$ cat src/rtl/ctrl_decoder_if.sv
// Decode bus between the instruction register and the main control unit.
interface ctrl_decoder_if;
  localparam int unsigned W_SIG = 14;
  localparam int unsigned W_OP  = 6;

  logic [W_OP-1:0]  OP;
  logic             dec_valid;
  logic [W_SIG-1:0] signal;
  logic             illegal_op;

  modport master (output OP, output dec_valid, input signal, input illegal_op);
  modport slave  (input OP, input dec_valid, output signal, output illegal_op);
endinterface

$ cat src/rtl/ctrl_decoder.sv
// Main control unit: combinational opcode -> control word, plus sticky illegal-opcode flag.
// Optional byte load/store opcodes (lb/sb) are enabled by defining CTRL_BYTE_EN.
module ctrl_decoder (
  input  logic            clk,
  input  logic            rst,
  ctrl_decoder_if.slave   bus
);
  localparam int unsigned W_SIG = 14;

  logic [W_SIG-1:0] sig_c;
  logic             legal_c;
  logic             illegal_q;

  // Opcode table; unknown opcodes produce an all-zero (inert) control word
  always_comb begin
    sig_c   = W_SIG'(0);
    legal_c = 1'b1;
    case (bus.OP)
      6'h00: sig_c = 14'h18A0;
      6'h23: sig_c = 14'h0C70;
      6'h2B: sig_c = 14'h0C08;
      6'h04,
      6'h05: sig_c = 14'h0602;
      6'h02: sig_c = 14'h0001;
      6'h03: sig_c = 14'h0321;
      6'h08, 6'h09, 6'h0A,
      6'h0C, 6'h0D, 6'h0E,
      6'h0F: sig_c = 14'h0C20;
`ifdef CTRL_BYTE_EN
      6'h20: sig_c = 14'h2C70;
      6'h28: sig_c = 14'h2C08;
`endif
      default: begin
        sig_c   = W_SIG'(0);
        legal_c = 1'b0;
      end
    endcase
  end

  assign bus.signal = sig_c;

  // Flag stays set until reset so a trap handler can inspect it later
  always_ff @(posedge clk or posedge rst) begin
    if (rst)
      illegal_q <= 1'b0;
    else if (bus.dec_valid && !legal_c)
      illegal_q <= 1'b1;
  end

  assign bus.illegal_op = illegal_q;
endmodule

$ cat src/flat_wrapper.sv
// flat-port wrapper written by rule: the top's interface ports become plain ports
module ctrl_decoder_flat 
  (clk, rst, bus_OP, bus_dec_valid, bus_signal, bus_illegal_op);
  ctrl_decoder_if bus_i ();
  input  logic clk;
  input  logic rst;
  input wire logic [$bits(bus_i.OP)-1:0] bus_OP;
  input wire logic [$bits(bus_i.dec_valid)-1:0] bus_dec_valid;
  output wire logic [$bits(bus_i.signal)-1:0] bus_signal;
  output wire logic [$bits(bus_i.illegal_op)-1:0] bus_illegal_op;
  assign bus_i.OP = bus_OP;
  assign bus_i.dec_valid = bus_dec_valid;
  assign bus_signal = bus_i.signal;
  assign bus_illegal_op = bus_i.illegal_op;
  ctrl_decoder u_core (.clk(clk), .rst(rst), .bus(bus_i));
endmodule
$ cat config.mk
export PLATFORM = sky130hd
export DESIGN_NAME = ctrl_decoder_flat
export DESIGN_NICKNAME = d
export VERILOG_FILES = /design/src/rtl/ctrl_decoder_if.sv /design/src/rtl/ctrl_decoder.sv /design/src/flat_wrapper.sv
export SDC_FILE = /design/constraint.sdc
export NUM_CORES = 1
export LEC_CHECK = 0
export ABC_CLOCK_PERIOD_IN_PS = 1100
export CAP_MARGIN = 20
export CORE_AREA = 2 2 39 41
export DETAILED_ROUTE_END_ITERATION = 7
export DIE_AREA = 0 0 41 43
export GPL_TIMING_DRIVEN = 0
export MAX_ROUTING_LAYER = met4
export PLACE_DENSITY = 0.6
export REMOVE_ABC_BUFFERS = 1
export SYNTH_ARGS = -nofsm -noshare
export SYNTH_HDL_FRONTEND = slang
export SYNTH_SLANG_ARGS = --single-unit
$ cat constraint.sdc
create_clock -name clk -period 1.1 [get_ports clk]
set_input_delay 0.22 -clock clk [delete_from_list [all_inputs] [get_ports clk]]
set_output_delay 0.22 -clock clk [all_outputs]
set_load 0.02 [all_outputs]
==> reports/metrics.csv, run 1 <==
stage,metric,value,unit
setup_path,Buf/Inv on CP,2,
setup_path,CP max-delay cell,or3_4,
global_route,grt peak-use layer,met2,
synth,Adder Area Share,0,%
finish,filler instances,135,
finish,Area Growth Syn to Fin,117,%
floorplan,Die X-Extent,41,µm
synth,Synth flops,1,
setup_path,"Max FO, Critical Path",3,
setup_path,Top Family by Delay on Critical Path,simple AND/OR/NAND/NOR gates,
drt,met3 WL,61,µm
finish,max FFs per register,1,
pwr,switching part of the total,39.3,%
global_route,gr ovfl total,0,
cts,Resized Gates After CTS,120,
drt,WL met2,505,µm
finish,Final Util,46.7,%
pwr,Power Clock,0,W
global_route,number of global-route vias before repair,342,
synth,"Simple Share, Synth",38.7,%
status,status,finished with violations,
synth,cells in synth_stat.txt,42,
setup_path,CP required,0.88,ns
floorplan,Die Y,43,µm
synth,Top cells by area,"buf_4 10%, dfrtp_1 8.4%, buf_6 7.6%, nor2_1 7.6%, a21oi_1 6.7%",
finish,Antenna Cells,0,
synth,synthesis area per yosys,298,µm²
setup_path,Critical Path AT,1.10,ns
drt,highest routed metal layer,met3,
cts,Post-CTS Hold Fix Bufs,0,
finish,multi-input logic area,287,µm²
floorplan,# rows,14,
finish,"Largest area class, layout",non-clock buffers,
pwr,Power Combinational,0.000203,W
cts,buffer count from post-CTS setup fixing,7,
drt,wire per inst,11.6,µm
placement,Post-Place Worst Slack,-1.25,ns
floorplan,I/O Pins,24,
timing,Peak Freq,0.757,GHz
synth,aoi share,27.3,%
synth,register share after synthesis,8.40,%
synth,Mapped Cells,42,
finish,most frequent cells in the layout,"17 x buf_4, 4 x a21oi_2, 4 x buf_6",
timing,post-layout period usage,120,%
floorplan,die area,0.00176,mm²
pwr,Overall Power,0.000241,W
synth,"Cell Area, Synth",298,µm²
floorplan,# Taps,16,
global_route,initial antenna violation count,0,
synth,Synth Warn #,0,
setup_path,Worst setup EP type,primary output,
status,failing checks,setup timing,
finish,nonclk inv count,4,
setup_path,Setup CP Type,in -> out,
timing,Setup WS post-layout,-0.220,ns
floorplan,Starting Density,21.5,%
pwr,P_leak,0.281,nW
floorplan,Core Box Area,0.00138,mm²
pwr,Max IR drop VDD,0.000267,V
placement,dpl cells,73,
timing,Setup TNS,-1.30,ns
timing,Slew Limit Fails,0,
setup_path,Critical Path Max Stage Delay,0.40,ns
drt,M1 WL,382,µm
drt,vias per std cell,4.52,
synth,"area share, top type",10.1,%
timing,"Setup violations, final",11,
flow_run,tool warnings,30,
timing,RSZ-0062 raised after global routing,true,
drt,post-route antenna net violation count,0,
drt,vias,371,
synth,ys flop type,dfrtp_1,
synth,comb area leader,simple AND/OR/NAND/NOR gates,
pwr,combinational share of power,84.4,%
drt,Iter 0 DRT Violations,0,
finish,Flop area,25.0,µm²
synth,Cell Type Count,26,
global_route,first-pass GRT wire length,1420,µm
global_route,met3 Usage GRT,0,%
pwr,internal power component,0.000146,W
placement,Final HPWL DP,573,µm
synth,top post-synthesis cells by count,"6 x nor2_1, 4 x a21oi_1, 4 x buf_4, 3 x inv_1",
drt,WL final,948,µm
placement,Buffers on Ports,21,
pwr,PD cells,373,mW/mm²
flow_run,Max Cap Viol,0,
global_route,largest net degree at the start of global routing,11,
finish,Comb/total area,44.4,%
finish,#MultiIn Comb,31,
timing,clk_skew,0,ns
finish,flip-flops,1,
synth,number of synthesized flops with an enable pin,0,
worst_hold_path,worst min-delay path class,in -> async,
cts,Worst-path clk slew,0,ns
global_route,met2 Use GR,18.8,%
pwr,power share of the clock group,0,%
synth,most frequent cell after synthesis,nor2_1,
setup_path,Worst setup SP type,input port,
synth,xor/xnor share,0,%
timing,Min Hold Slack,0.362,ns
synth,cell taking the most area after synthesis,buf_4,
finish,dominant logic cell type in the layout,buf_4,
timing,endpoints failing hold,0,
finish,fraction of area in registers,3.88,%
synth,Avg Inst Size Synth,7.09,µm²
placement,Routability Congestion,0.748,
drt,First-pass DRT Iterations,1,
finish,Final Net Count,77,
finish,fin cells,82,
cts,Late-Pin Clk Latency,0,ns
==> run 1: worst paths after layout <==
kind,from,endpoint,slack [ns],depth (start not counted)
max,bus_OP[4],bus_signal[0],-0.22,4
min,rst,u_core.bus.illegal_op$_DFFE_PP0P_,0.36,2
max reg2reg,u_core.bus.illegal_op$_DFFE_PP0P_,u_core.bus.illegal_op$_DFFE_PP0P_,0.48,2
min reg2reg,u_core.bus.illegal_op$_DFFE_PP0P_,u_core.bus.illegal_op$_DFFE_PP0P_,0.45,2
max in group asynchronous,rst,u_core.bus.illegal_op$_DFFE_PP0P_,0.65,2
min in group clk,u_core.bus.illegal_op$_DFFE_PP0P_,u_core.bus.illegal_op$_DFFE_PP0P_,0.45,2
### Logic cells by family, run 1

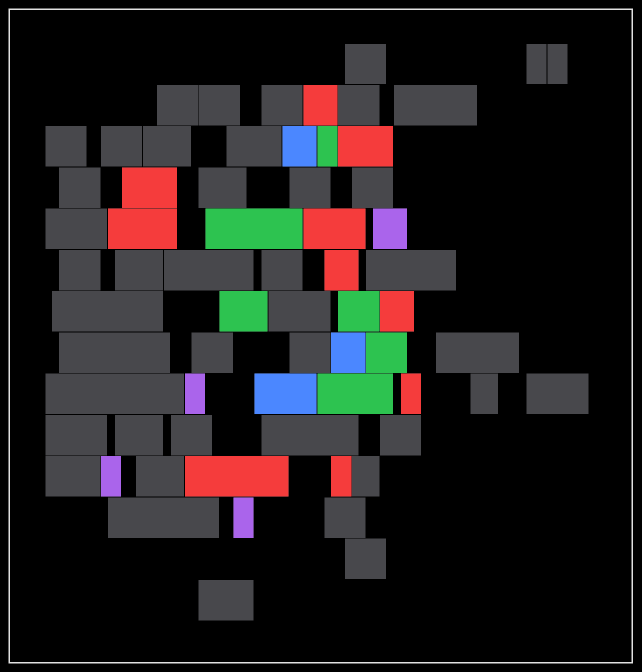
legend:
  green:
    family: nand cells
    cells: 6
    where: center
  red:
    family: nor cells
    cells: 10
  purple:
    family: inv cells
    cells: 4
  blue:
    family: and/or cells
    cells: 3

### Signal metal coverage by tile, run 1

Bar = 10 µm. The die is cut into 8 by 9 equal tiles; dark blue is low, red is high, scaled to the fullest tile. Values are wire area over tile area, all layers added.
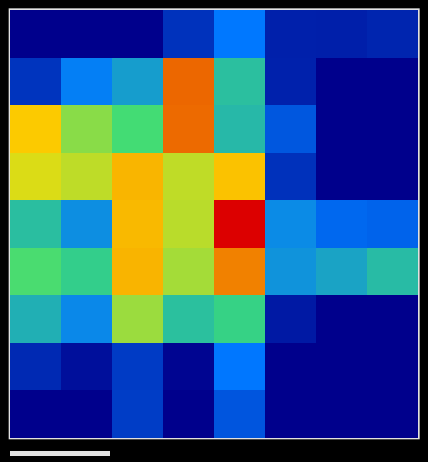
nearly empty tiles: 29%
emptiest ninth of the die: lower right
densest ninth of the die: center

### Routing congestion map, run 1

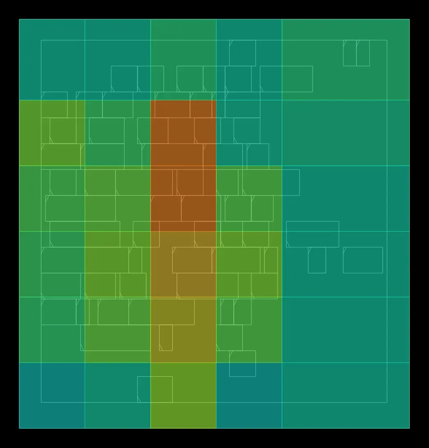
Global Route Usage Sum: 10.9%
met1 GRT Util: 14.6%

--- run 2 (diff from run 1) ---
CTS_CLUSTER_SIZE = 20   (was not set)
MAX_ROUTING_LAYER = not set   (was met4)
### Logic cells by family, run 2

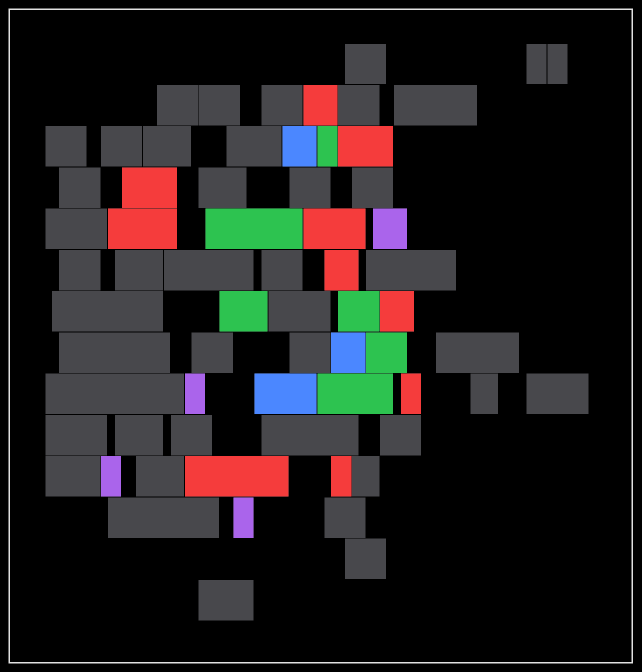
legend:
  blue:
    family: and/or cells
    cells: 3
  red:
    family: nor cells
    cells: 10
  purple:
    family: inv cells
    cells: 4
  green:
    family: nand cells
    cells: 6
    where: center

==> reports/metrics.csv, run 2 <==
stage,metric,value,unit,change
drt,First-pass DRT Iterations,1,,unchanged
global_route,Global Route Usage Sum,10.6,%,was 10.9%
floorplan,Starting Density,21.5,%,unchanged
worst_hold_path,worst min-delay path class,in -> async,,unchanged
finish,Final Net Count,77,,unchanged
timing,"Setup violations, final",11,,unchanged
global_route,first-pass GRT wire length,1420,µm,unchanged
synth,"area share, top type",10.1,%,unchanged
setup_path,CP required,0.88,ns,about the same
synth,register share after synthesis,8.40,%,unchanged
pwr,P_leak,0.281,nW,unchanged
floorplan,Die X-Extent,41,µm,unchanged
finish,dominant logic cell type in the layout,buf_4,,unchanged
finish,Antenna Cells,0,,unchanged
timing,Slew Limit Fails,0,,unchanged
drt,Iter 0 DRT Violations,0,,unchanged
timing,post-layout period usage,120,%,unchanged
setup_path,Worst setup EP type,primary output,,unchanged
floorplan,I/O Pins,24,,unchanged
setup_path,Critical Path Max Stage Delay,0.40,ns,about the same
synth,cells in synth_stat.txt,42,,unchanged
pwr,Power Combinational,0.000203,W,about the same
global_route,largest net degree at the start of global routing,11,,unchanged
finish,fin cells,82,,unchanged
cts,Late-Pin Clk Latency,0,ns,about the same
floorplan,Core Box Area,0.00138,mm²,unchanged
placement,Final HPWL DP,573,µm,unchanged
finish,most frequent cells in the layout,"17 x buf_4, 4 x a21oi_2, 4 x buf_6",,unchanged
status,failing checks,setup timing,,unchanged
pwr,Power Clock,0,W,
drt,post-route antenna net violation count,0,,unchanged
pwr,Max IR drop VDD,0.000267,V,unchanged
timing,clk_skew,0,ns,unchanged
synth,synthesis area per yosys,298,µm²,unchanged
drt,wire per inst,11.6,µm,unchanged
drt,highest routed metal layer,met3,,unchanged
setup_path,Worst setup SP type,input port,,unchanged
pwr,combinational share of power,84.4,%,about the same
global_route,number of global-route vias before repair,342,,unchanged
timing,Setup WS post-layout,-0.220,ns,unchanged
synth,Cell Type Count,26,,unchanged
floorplan,# rows,14,,unchanged
drt,met3 WL,61,µm,unchanged
placement,dpl cells,73,,unchanged
setup_path,worst-case reg-to-reg path depth,2,,unchanged
status,status,finished with violations,,unchanged
timing,Setup TNS,-1.30,ns,unchanged
floorplan,Die Y,43,µm,unchanged
global_route,grt peak-use layer,met2,,unchanged
pwr,PD cells,373,mW/mm²,unchanged
synth,"Cell Area, Synth",298,µm²,unchanged
drt,vias per std cell,4.52,,unchanged
finish,filler instances,135,,unchanged
pwr,internal power component,0.000146,W,unchanged
cts,Post-CTS Hold Fix Bufs,0,,unchanged
setup_path,worst r2r src,u_core.bus.illegal_op$_DFFE_PP0P_,,unchanged
timing,RSZ-0062 raised after global routing,true,,unchanged
setup_path,R2R setup slack,0.48,ns,about the same
synth,Synth flops,1,,unchanged
synth,top post-synthesis cells by count,"6 x nor2_1, 4 x a21oi_1, 4 x buf_4, 3 x inv_1",,unchanged
drt,vias,371,,unchanged
setup_path,CP max-delay cell,or3_4,,unchanged
timing,Peak Freq,0.757,GHz,unchanged
synth,most frequent cell after synthesis,nor2_1,,unchanged
drt,WL met2,505,µm,unchanged
global_route,met2 Use GR,18.8,%,unchanged
drt,WL final,948,µm,unchanged
finish,max FFs per register,1,,unchanged
flow_run,Max Cap Viol,0,,unchanged
setup_path,"Max FO, Critical Path",3,,unchanged
synth,Top cells by area,"buf_4 10%, dfrtp_1 8.4%, buf_6 7.6%, nor2_1 7.6%, a21oi_1 6.7%",,unchanged
placement,Buffers on Ports,21,,unchanged
placement,Post-Place Worst Slack,-1.25,ns,unchanged
global_route,initial antenna violation count,0,,unchanged
setup_path,Setup CP Type,in -> out,,unchanged
drt,M1 WL,382,µm,unchanged
synth,Avg Inst Size Synth,7.09,µm²,unchanged
synth,Synth Warn #,0,,unchanged
global_route,gr ovfl total,0,,unchanged
floorplan,die area,0.00176,mm²,unchanged
setup_path,Critical Path AT,1.10,ns,about the same
flow_run,tool warnings,30,,unchanged
finish,Area Growth Syn to Fin,117,%,unchanged
timing,endpoints failing hold,0,,unchanged
setup_path,CP startpoint,bus_OP[4],,unchanged
setup_path,r2r endpoint,u_core.bus.illegal_op$_DFFE_PP0P_,,unchanged
placement,Routability Congestion,0.739,,was 0.748
pwr,switching part of the total,39.3,%,unchanged
setup_path,CP Capture Point,bus_signal[0],,unchanged
timing,Tmin final,1.32,ns,unchanged
drt,DR DRC count,0,,unchanged
timing,Min Hold Slack,0.362,ns,unchanged
synth,Mapped Cells,42,,unchanged
pwr,Overall Power,0.000241,W,unchanged
synth,cell taking the most area after synthesis,buf_4,,unchanged
cts,Worst-path clk slew,0,ns,about the same
finish,Final Util,46.7,%,unchanged
pwr,power share of the clock group,0,%,about the same
### Signal metal coverage by tile, run 2

Bar = 10 µm. The die is cut into 8 by 9 equal tiles; dark blue is low, red is high, scaled to the fullest tile. Values are wire area over tile area, all layers added.
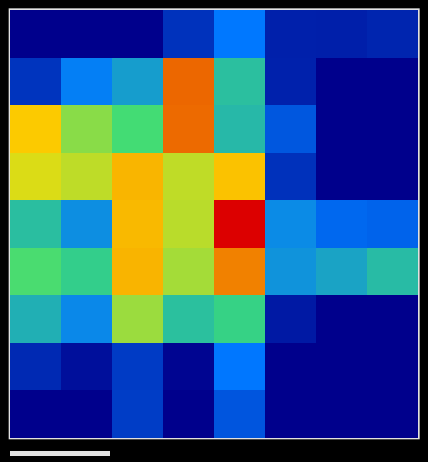
mean over tiles: 0.085
emptiest ninth of the die: lower right
fullest tile: 0.29
densest ninth of the die: center
nearly empty tiles: 29%

run 2: cell type report:
type | instances | area, µm² | area share (%)
sequential | 1 | 25.0 | 3.88
inverter | 4 | 17.5 | 2.71
timing repair buffer | 30 | 297 | 45.9
tap | 16 | 20.0 | 3.10
multi-input combinational | 31 | 287 | 44.4
run 2: worst max-delay path, delay by kind of cell:
kind          cells  cell delay (ns)
simple gates      2             0.63
buf+inv           2             0.25
run 2: timing repair:
action	in CTS	in global routing
gates resized	120	13
setup buffers	7	2
setup endpoints to repair	14	12
pin swaps	9	6
run 2: kinds of logic after synthesis:
| family | after synthesis | synth area share (%) |
|---|---|---|
| other | 1 | 1.26 |
| buffers and inverters | 11 | 24.4 |
| DFF | 1 | 8.40 |
| and+or+nand+nor | 19 | 38.7 |
| AOI/OAI and AO/OA | 10 | 27.3 |
--- run 3 (diff from run 2) ---
HOLD_SLACK_MARGIN = 0.15   (was not set)
### Routing congestion map, run 3

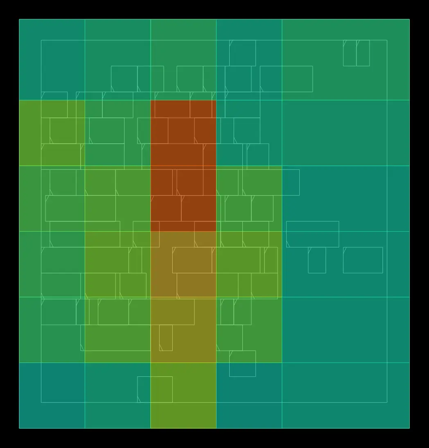
met2 Use GR: 18.8%
Final Util: 46.7%
wire per inst: 11.6 µm

### Clock network drawn from the DEF, run 3

Bar = 10 µm.
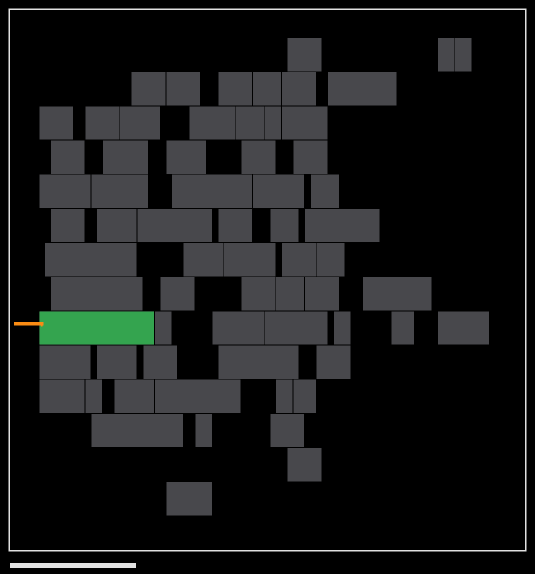
legend:
  green:
    item: flip-flops
    count: 1
  orange:
    item: clock wires
    length: 2.20 µm
routed clock nets: 1

==> reports/metrics.csv, run 3 <==
stage,metric,value,unit,change
finish,fin cells,82,,unchanged
timing,endpoints failing hold,0,,unchanged
finish,Comb/total area,44.4,%,unchanged
floorplan,# rows,14,,unchanged
placement,Buffers on Ports,21,,unchanged
drt,Iter 0 DRT Violations,0,,unchanged
timing,Min Hold Slack,0.362,ns,unchanged
pwr,P_leak,0.281,nW,unchanged
pwr,Max IR drop VDD,0.000267,V,unchanged
synth,register share after synthesis,8.40,%,unchanged
flow_run,Max Cap Viol,0,,unchanged
pwr,switching part of the total,39.3,%,unchanged
timing,clk_skew,0,ns,unchanged
synth,Post-synth mux share,0,%,unchanged
floorplan,# Taps,16,,unchanged
timing,post-layout period usage,120,%,unchanged
synth,aoi share,27.3,%,unchanged
floorplan,Starting Density,21.5,%,unchanged
synth,"Cell Area, Synth",298,µm²,unchanged
setup_path,CP required,0.88,ns,about the same
finish,#MultiIn Comb,31,,unchanged
floorplan,Die Y,43,µm,unchanged
timing,Tmin final,1.32,ns,unchanged
setup_path,r2r endpoint,u_core.bus.illegal_op$_DFFE_PP0P_,,unchanged
setup_path,worst r2r src,u_core.bus.illegal_op$_DFFE_PP0P_,,unchanged
synth,Adder Area Share,0,%,unchanged
timing,"Setup violations, final",11,,unchanged
pwr,Overall Power,0.000241,W,unchanged
setup_path,"Max FO, Critical Path",3,,unchanged
synth,xor/xnor share,0,%,unchanged
pwr,power share of the clock group,0,%,about the same
setup_path,Worst setup SP type,input port,,unchanged
synth,Cell Type Count,26,,unchanged
global_route,largest net degree at the start of global routing,11,,unchanged
setup_path,Critical Path Max Stage Delay,0.40,ns,about the same
finish,nonclk inv count,4,,unchanged
synth,Mapped Cells,42,,unchanged
cts,Post-CTS Hold Fix Bufs,0,,unchanged
global_route,gr ovfl total,0,,unchanged
pwr,sequential share of power,15.6,%,about the same
setup_path,Critical Path AT,1.10,ns,about the same
synth,"Simple Share, Synth",38.7,%,unchanged
setup_path,worst-case reg-to-reg path depth,2,,unchanged
placement,dpl cells,73,,unchanged
status,status,finished with violations,,unchanged
timing,Setup TNS,-1.30,ns,unchanged
synth,comb area leader,simple AND/OR/NAND/NOR gates,,unchanged
floorplan,I/O Pins,24,,unchanged
timing,Slew Limit Fails,0,,unchanged
cts,Worst-path clk slew,0,ns,about the same
placement,Routability Congestion,0.739,,unchanged
finish,Area Growth Syn to Fin,117,%,unchanged
setup_path,CP max-delay cell,or3_4,,unchanged
global_route,Global Route Usage Sum,10.6,%,unchanged
finish,flip-flops,1,,unchanged
global_route,first-pass GRT wire length,1420,µm,unchanged
synth,most frequent cell after synthesis,nor2_1,,unchanged
setup_path,cell count along the critical path,4,,unchanged
finish,dominant logic cell type in the layout,buf_4,,unchanged
setup_path,Worst setup EP type,primary output,,unchanged
pwr,PD cells,373,mW/mm²,unchanged
finish,Antenna Cells,0,,unchanged
finish,Final Net Count,77,,unchanged
drt,WL final,948,µm,unchanged
setup_path,Setup CP Type,in -> out,,unchanged
floorplan,Core Box Area,0.00138,mm²,unchanged
flow_run,tool warnings,30,,unchanged
finish,"Largest area class, layout",non-clock buffers,,unchanged
synth,synthesis area per yosys,298,µm²,unchanged
setup_path,Buf/Inv on CP,2,,unchanged
synth,top post-synthesis cells by count,"6 x nor2_1, 4 x a21oi_1, 4 x buf_4, 3 x inv_1",,unchanged
setup_path,Top Family by Delay on Critical Path,simple AND/OR/NAND/NOR gates,,unchanged
synth,cells in synth_stat.txt,42,,unchanged
setup_path,CP startpoint,bus_OP[4],,unchanged
synth,ys flop type,dfrtp_1,,unchanged
setup_path,cells along the critical path,"buf_12, or3_4, nor3b_4, buf_6",,unchanged
floorplan,die area,0.00176,mm²,unchanged
synth,"area share, top type",10.1,%,unchanged
drt,First-pass DRT Iterations,1,,unchanged
timing,Peak Freq,0.757,GHz,unchanged
global_route,number of global-route vias before repair,342,,unchanged
drt,vias,371,,unchanged
global_route,initial antenna violation count,0,,unchanged
floorplan,Die X-Extent,41,µm,unchanged
drt,DR DRC count,0,,unchanged
cts,Late-Pin Clk Latency,0,ns,about the same
synth,Avg Inst Size Synth,7.09,µm²,unchanged
synth,cell taking the most area after synthesis,buf_4,,unchanged
pwr,internal power component,0.000146,W,unchanged
timing,RSZ-0062 raised after global routing,true,,unchanged
drt,vias per std cell,4.52,,unchanged
finish,fraction of area in registers,3.88,%,unchanged
placement,Post-Place Worst Slack,-1.25,ns,unchanged
setup_path,CP Capture Point,bus_signal[0],,unchanged
finish,Flop area,25.0,µm²,unchanged
synth,Synth Warn #,0,,unchanged
cts,Resized Gates After CTS,120,,unchanged
finish,multi-input logic area,287,µm²,unchanged
finish,max FFs per register,1,,unchanged
finish,filler instances,135,,unchanged
drt,post-route antenna net violation count,0,,unchanged
finish,most frequent cells in the layout,"17 x buf_4, 4 x a21oi_2, 4 x buf_6",,unchanged
timing,Setup WS post-layout,-0.220,ns,unchanged
worst_hold_path,worst min-delay path class,in -> async,,unchanged
cts,buffer count from post-CTS setup fixing,7,,unchanged
synth,Synth flops,1,,unchanged
setup_path,R2R setup slack,0.48,ns,about the same
synth,number of synthesized flops with an enable pin,0,,unchanged
pwr,combinational share of power,84.4,%,about the same
synth,Top cells by area,"buf_4 10%, dfrtp_1 8.4%, buf_6 7.6%, nor2_1 7.6%, a21oi_1 6.7%",,unchanged
status,failing checks,setup timing,,unchanged
placement,Final HPWL DP,573,µm,unchanged
finish,proportion of layout cells with a drive suffix above 1,69.7,%,unchanged
## run 3: cell counts after synthesis
No cell type changed its count.
## run 3: power by group through the flow
stage | clock network, W | registers (W) | logic [W]
after floorplan | 0 | 0.0000375 | 0.0000577
after detailed placement | 0 | 0.0000375 | 0.000130
final | 0 | 0.0000375 | 0.000203
after global placement | 0 | 0.0000375 | 0.000131
after CTS | 0 | 0.0000375 | 0.000176
after global routing | 0 | 0.0000375 | 0.000216
## run 3: metal layers
metal	GRT usage (%)	part of all wire (%)	vias to the layer above	routed length (µm)
li1	-	-	188	-
met1	14.6	40	168	382
met2	18.8	53	15	505
met3	0	6.4	0	61
met4	0	0	0	0
met5	0	0	-	0
Power is estimated from default activity; no workload was simulated.
